### Power grid, run 1

(4 px per um) Pins as bars on the die edge.
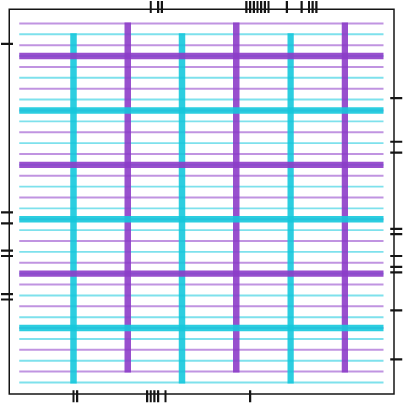
### Placed cells, one color a class, run 1

(4 px per um) Fill, decap, tap and diode cells in gray.
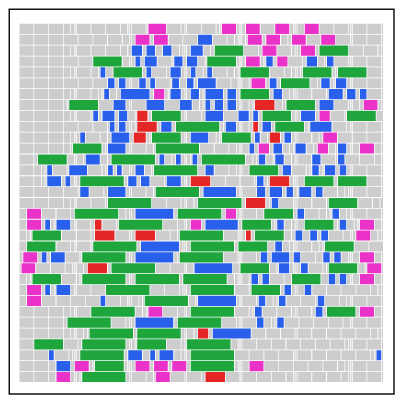
### Routing congestion, run 1

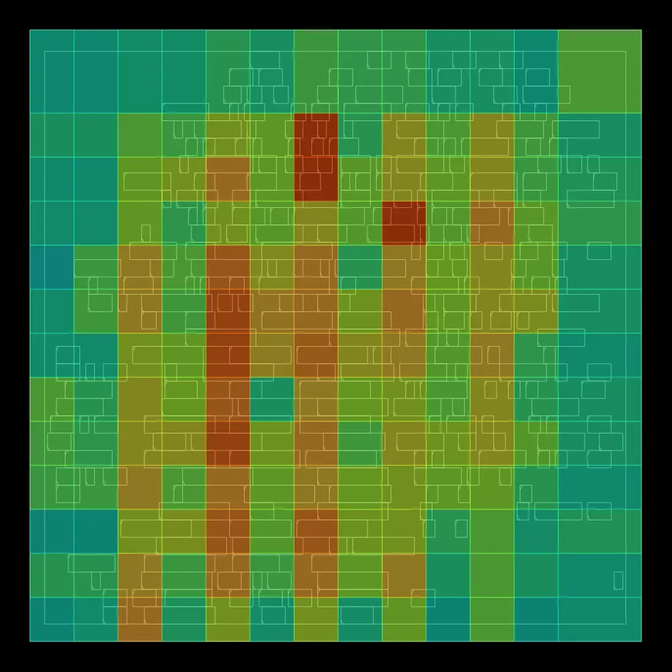
==> config.mk <==
export PLATFORM = sky130hd
export DESIGN_NAME = sha256_engine_sched
export DESIGN_NICKNAME = d
export VERILOG_FILES = /design/src/rtl/sha256_sched_pkg.sv /design/src/rtl/sha256_sched_order_fifo.sv /design/src/rtl/sha256_engine_sched.sv
export SDC_FILE = /design/constraint.sdc
export NUM_CORES = 1
export LEC_CHECK = 0
export CELL_PAD_IN_SITES_DETAIL_PLACEMENT = 1
export CELL_PAD_IN_SITES_GLOBAL_PLACEMENT = 2
export CORE_MARGIN = 2
export CORE_UTILIZATION = 37
export DETAILED_ROUTE_END_ITERATION = 6
export PLACE_DENSITY = 0.82
export SLEW_MARGIN = 20
export SYNTH_ARGS = -nofsm -noshare
export SYNTH_HDL_FRONTEND = slang
export SYNTH_SLANG_ARGS = --single-unit
==> constraint.sdc <==
create_clock -name clk -period 3.4 [get_ports clk]
set_input_delay 1.02 -clock clk [delete_from_list [all_inputs] [get_ports clk]]
set_output_delay 1.02 -clock clk [all_outputs]
set_load 0.02 [all_outputs]
==> impl_metrics.py, run 1 <==
# Flow results
metrics = {
    "run_status": {
        "status": "complete, no violations",
    },
    "global_routing": {
        "grt_pass1_vias": 1965,
        "grt_pass1_wl_um": 9850,
        "antenna_found_initial": 0,
        "gr-usage-all-layers": 0.146,
    },
    "final_timing": {
        "max_freq_ghz": 0.325,
        "drv_slew": 0,
        "fin_ws_ns": 0.323,
        "fin_tns_setup_ns": 0,
        "worst_slew_pin_slew_ns": 0.978,
    },
    "routing": {
        "routed.top_layer": "met4",
        "wl_met2_um": 3050,
        "ant_nets": 0,
    },
    "worst_setup_path": {
        "worstSetupStartpointType": "register",
        "r2r_cells": 10,
        "cp.arrival_ns": 3.35,
    },
    "yosys": {
        "ys_types": 40,
        "numSynthFlops": 77,
        "synth_async_sr_flop_share": 0,
        "yosysWarnings": 0,
    },
    "run": {
        "maxCapViolCount": 0,
        "tool_warnings": 32,
    },
    "finish": {
        "combGateArea_um2": 1110,
        "antenna_cells": 0,
        "fin_cells": 392,
    },
    "pwr": {
        "combPwrFrac": 0.072,
        "seqPwrFrac": 0.583,
    },
    "cts": {
        "clock_sink_count": 77,
        "cts-buffers-inserted": 9,
        "cts_setup_buffers": 0,
        "cts-root-buf": "clkbuf_8",
        "clock_latency_ns": 0.34,
    },
}
-- 'Power grid' (at the start) --
net	color
VDD	purple
VSS	cyan
met5 straps	6
met1 rails	34
VDD IR max: 0.273 mV
Die Width: 95.8 um
Die Y: 95.8 um
core outline area: 8180 um2

-- 'Placed cells, one color a class' (at the start) --
class	color	cells
remaining buffers and delay cells	magenta	45
clock drivers and dummy loads	red	16
sequential cells	green	77
combinational and other logic	blue	149
cell area after layout: 3780 um2
Final Util: 0.463

-- 'Routing congestion' (at the start) --
met2 usage: 0.238
grt peak-use layer: met2

-- run 1: Yosys cell counts, drive strengths merged, types with 5 or more instances --
cell	n	area, um2
dfxtp	41	821
edfxtp	36	1080
a21oi	21	105
nor2	16	60.1
o21ai	15	75.1
mux2i	13	130
ha	10	125
and2	9	56.3
inv	9	33.8
mux4	9	229
nand3	9	45.0
clkbuf	7	31.3
buf	5	42.5
nor2b	5	31.3
-- run 1: critical path, cell delays in order, from the launching register on --
cell and delay (ns):
dfxtp_1 0.41, mux4_2 0.62, mux2i_1 0.17, mux2_4 0.36, nor2_1 0.17, ha_1 0.22, inv_1 0.07, fa_1 0.37
xor2_1 0.16, or3_1 0.30, a21oi_1 0.16
-- run 1: timing repair --
action | CTS | global route
hold endpoints to repair | 0 | 0
hold buffers | 0 | 0
resized | 0 | 1
endpoints found under the setup margin | 0 | 1
-- run 1: per-layer routing --
metal / GRT usage / vias up
li1: - / 964
met1: 0.181 / 968
met2: 0.238 / 26
met3: 0.0360 / 8
met4: 0.0714 / 0
met5: 0 / -
-- run 1: final cells by class --
| class | count | area share |
|---|---|---|
| Multi-Input combinational cell | 140 | 0.294 |
| Clock inverter | 6 | 0.0106 |
| Sequential cell | 77 | 0.503 |
| Timing Repair Buffer | 45 | 0.115 |
| Inverter | 9 | 0.00893 |
| Clock buffer | 10 | 0.0338 |
| Tap cell | 105 | 0.0347 |
-- run 1: cell usage in the layout, fill, tap and decap left out, drive strengths merged, types with 10 or more instances in the layout --
master	count
o21ai	15
mux2i	13
clkbuf	10
dfxtp	41
nor2	16
a21oi	21
edfxtp	36
clkdlybuf4s50	37
ha	10
-- run 1: power groups by stage --
stage	registers, mW	logic [mW]	clock network, mW
after floorplan	1.02	0.0632	0
after global placement	1.02	0.122	0
after detailed placement	1.02	0.125	0
after CTS	0.998	0.126	0.616
after global routing	0.999	0.136	0.651
final	0.997	0.124	0.591
-- run 1: logic make-up (layout without fill, tap and decap cells) --
kind of cell / after synthesis / after routing / share of synthesized area
buf+inv: 21 / 70 / 0.0345
xor+xnor: 2 / 2 / 0.00561
simple gates: 54 / 54 / 0.0950
other cells: 1 / 1 / 0.00120
fa+ha+maj: 11 / 11 / 0.0465
mux: 23 / 23 / 0.120
compound gates: 49 / 49 / 0.0878
flops: 77 / 77 / 0.609
## Run 2: what changed since run 1
--- a/config.mk
+++ b/config.mk
@@ -5,10 +5,12 @@
 export SDC_FILE = /design/constraint.sdc
 export NUM_CORES = 1
 export LEC_CHECK = 0
+export ABC_CLOCK_PERIOD_IN_PS = 3400
 export CELL_PAD_IN_SITES_DETAIL_PLACEMENT = 1
 export CELL_PAD_IN_SITES_GLOBAL_PLACEMENT = 2
 export CORE_MARGIN = 2
 export CORE_UTILIZATION = 37
+export CTS_CLUSTER_SIZE = 25
 export DETAILED_ROUTE_END_ITERATION = 6
 export PLACE_DENSITY = 0.82
 export SLEW_MARGIN = 20
==> run 2 against run 1 <==
Effect of this change:
- count of clock-buffer cells in the layout stayed put
- highest routed layer unchanged
- sequential share of layout area stayed put
- synthesized area stayed put
- largest power group unchanged
- power is the same
- largest cell class unchanged
- final area unchanged
- first-iteration DRC count unchanged
- die area is the same
- critical endpoint unchanged
- critical path type unchanged
==> impl_metrics.py, run 2 <==
# Flow results
metrics = {
    "final_timing": {
        "fin_ws_ns": 0.323,
        "fin_tns_setup_ns": 0,
        "drv_slew": 0,
        "worst_slew_pin_slew_ns": 0.978,
    },
    "cts": {
        "cts-root-buf": "clkbuf_8",
        "clock_latency_ns": 0.34,
        "clock_sink_count": 77,
        "cts-buffers-inserted": 9,
    },
    "yosys": {
        "area_leaders": "edfxtp_1 (35%), dfxtp_1 (26%), mux4_1 (5.9%), mux2i_1 (4.2%), ha_1 (4.0%)",
        "ys_types": 40,
        "top_cell_area_share": 0.346,
        "top_area_cell": "edfxtp_1",
        "netlist_top_cells_count": "dfxtp_1 (41), edfxtp_1 (36), a21oi_1 (21), nor2_1 (16), o21ai_0 (15)",
        "yosys.cell_count.top_type": "dfxtp_1",
        "yosysWarnings": 0,
        "numSynthFlops": 77,
        "avgSynthCellArea_um2": 13.1,
    },
    "routing": {
        "vias_per_cell": 5.02,
    },
    "floorplanning": {
        "die_h_um": 95.8,
        "core_area_um2": 8180,
        "dieWidth_um": 95.8,
    },
    "finish": {
        "antenna_cells": 0,
        "layout_top_cells": "dfxtp_1 (41), clkdlybuf4s50_1 (37), edfxtp_1 (36), a21oi_1 (21), nor2_1 (16)",
        "fin_cells": 392,
        "combGateArea_um2": 1110,
    },
    "global_routing": {
        "gr-usage-all-layers": 0.146,
        "grt_pass1_vias": 1965,
        "antenna_found_initial": 0,
        "grt_pass1_wl_um": 9850,
    },
    "run_status": {
        "status": "complete, no violations",
    },
    "worst_setup_path": {
        "worstSetupStartpointType": "register",
        "cp.arrival_ns": 3.35,
    },
    "run": {
        "maxCapViolCount": 0,
        "tool_warnings": 32,
    },
    "pwr": {
        "vdd_drop_max_mv": 0.273,
    },
}
==> run 2: timing repair <==
item                                    4_1_cts  5_1_grt
resized                                       0        1
endpoints found under the setup margin        0        1
buffers inserted                              0        0
==> run 2: cell type report <==
cell class	instances	share of cell area
Clock buffer	10	0.0338
Inverter	9	0.00893
Clock inverter	6	0.0106
Multi-Input combinational cell	140	0.294
Tap cell	105	0.0347
Timing Repair Buffer	45	0.115
Sequential cell	77	0.503
==> run 2: cells by family (layout without fill, tap and decap cells) <==
group / Yosys count / count (layout) / synth area share
compound gates: 49 / 49 / 0.0878
xor+xnor: 2 / 2 / 0.00561
fa+ha+maj: 11 / 11 / 0.0465
buf+inv: 21 / 70 / 0.0345
flops: 77 / 77 / 0.609
mux: 23 / 23 / 0.120
other cells: 1 / 1 / 0.00120
simple gates: 54 / 54 / 0.0950
==> run 2: metrics by stage <==
stage / total power [mW] / cell area [um2] / utilization
4_1_cts: 1.74 / 3780 / 0.462
6_report: 1.71 / 3780 / 0.463
5_1_grt: 1.79 / 3780 / 0.463
3_3_place_gp: 1.14 / 3610 / 0.442
2_1_floorplan: 1.09 / 3120 / -
3_5_place_dp: 1.14 / 3610 / 0.442
==> run 2: metal layers <==
layer,GRT usage,wire length (um)
met4,0.0714,106
met3,0.0360,155
met2,0.238,3050
met5,0,0
met1,0.181,2870
==> run 2: where the power goes <==
group | internal (mW) | switching, mW
logic | 0.0560 | 0.0678
clock network | 0.262 | 0.328
registers | 0.985 | 0.0121
total | 1.30 | 0.408
==> run 2: critical path, cell delays in order (launching register included) <==
cell	delay, ns
dfxtp_1	0.41
mux4_2	0.62
mux2i_1	0.17
mux2_4	0.36
nor2_1	0.17
ha_1	0.22
inv_1	0.07
fa_1	0.37
xor2_1	0.16
or3_1	0.30
a21oi_1	0.16
### Placed cells, one color a class, run 2

(4 px per um) Fill, decap, tap and diode cells in gray.
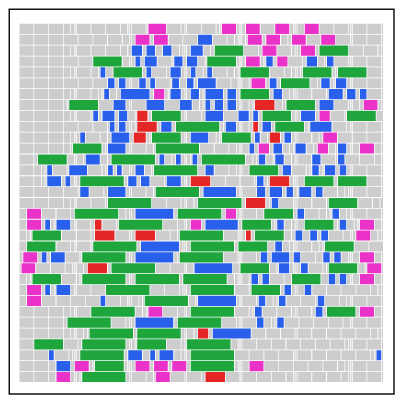
class	color	cells
clock drivers and dummy loads	red	16
combinational and other logic	blue	149
remaining buffers and delay cells	magenta	45
sequential cells	green	77
Core Rows: 33
flop share of the area: 0.503

### Routing congestion, run 2

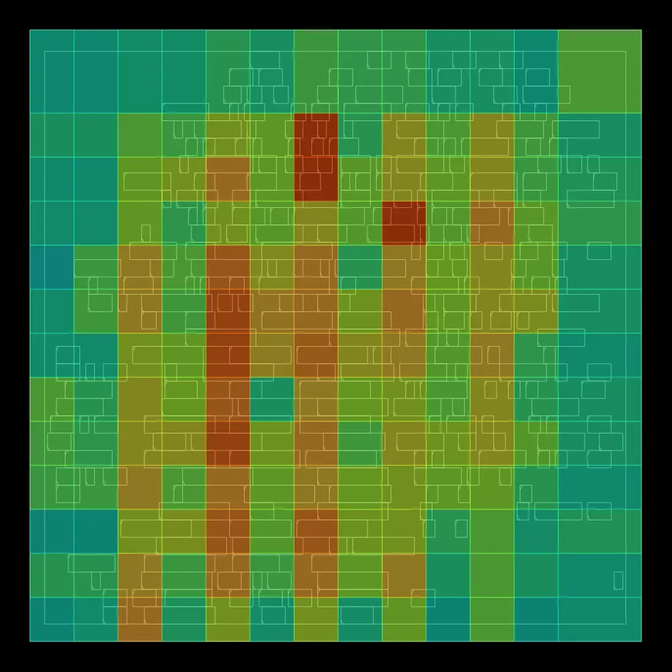
drt wl/cell: 15.8 um
Global Route met1 Usage: 0.181

Power and IR drop assume default switching activity.
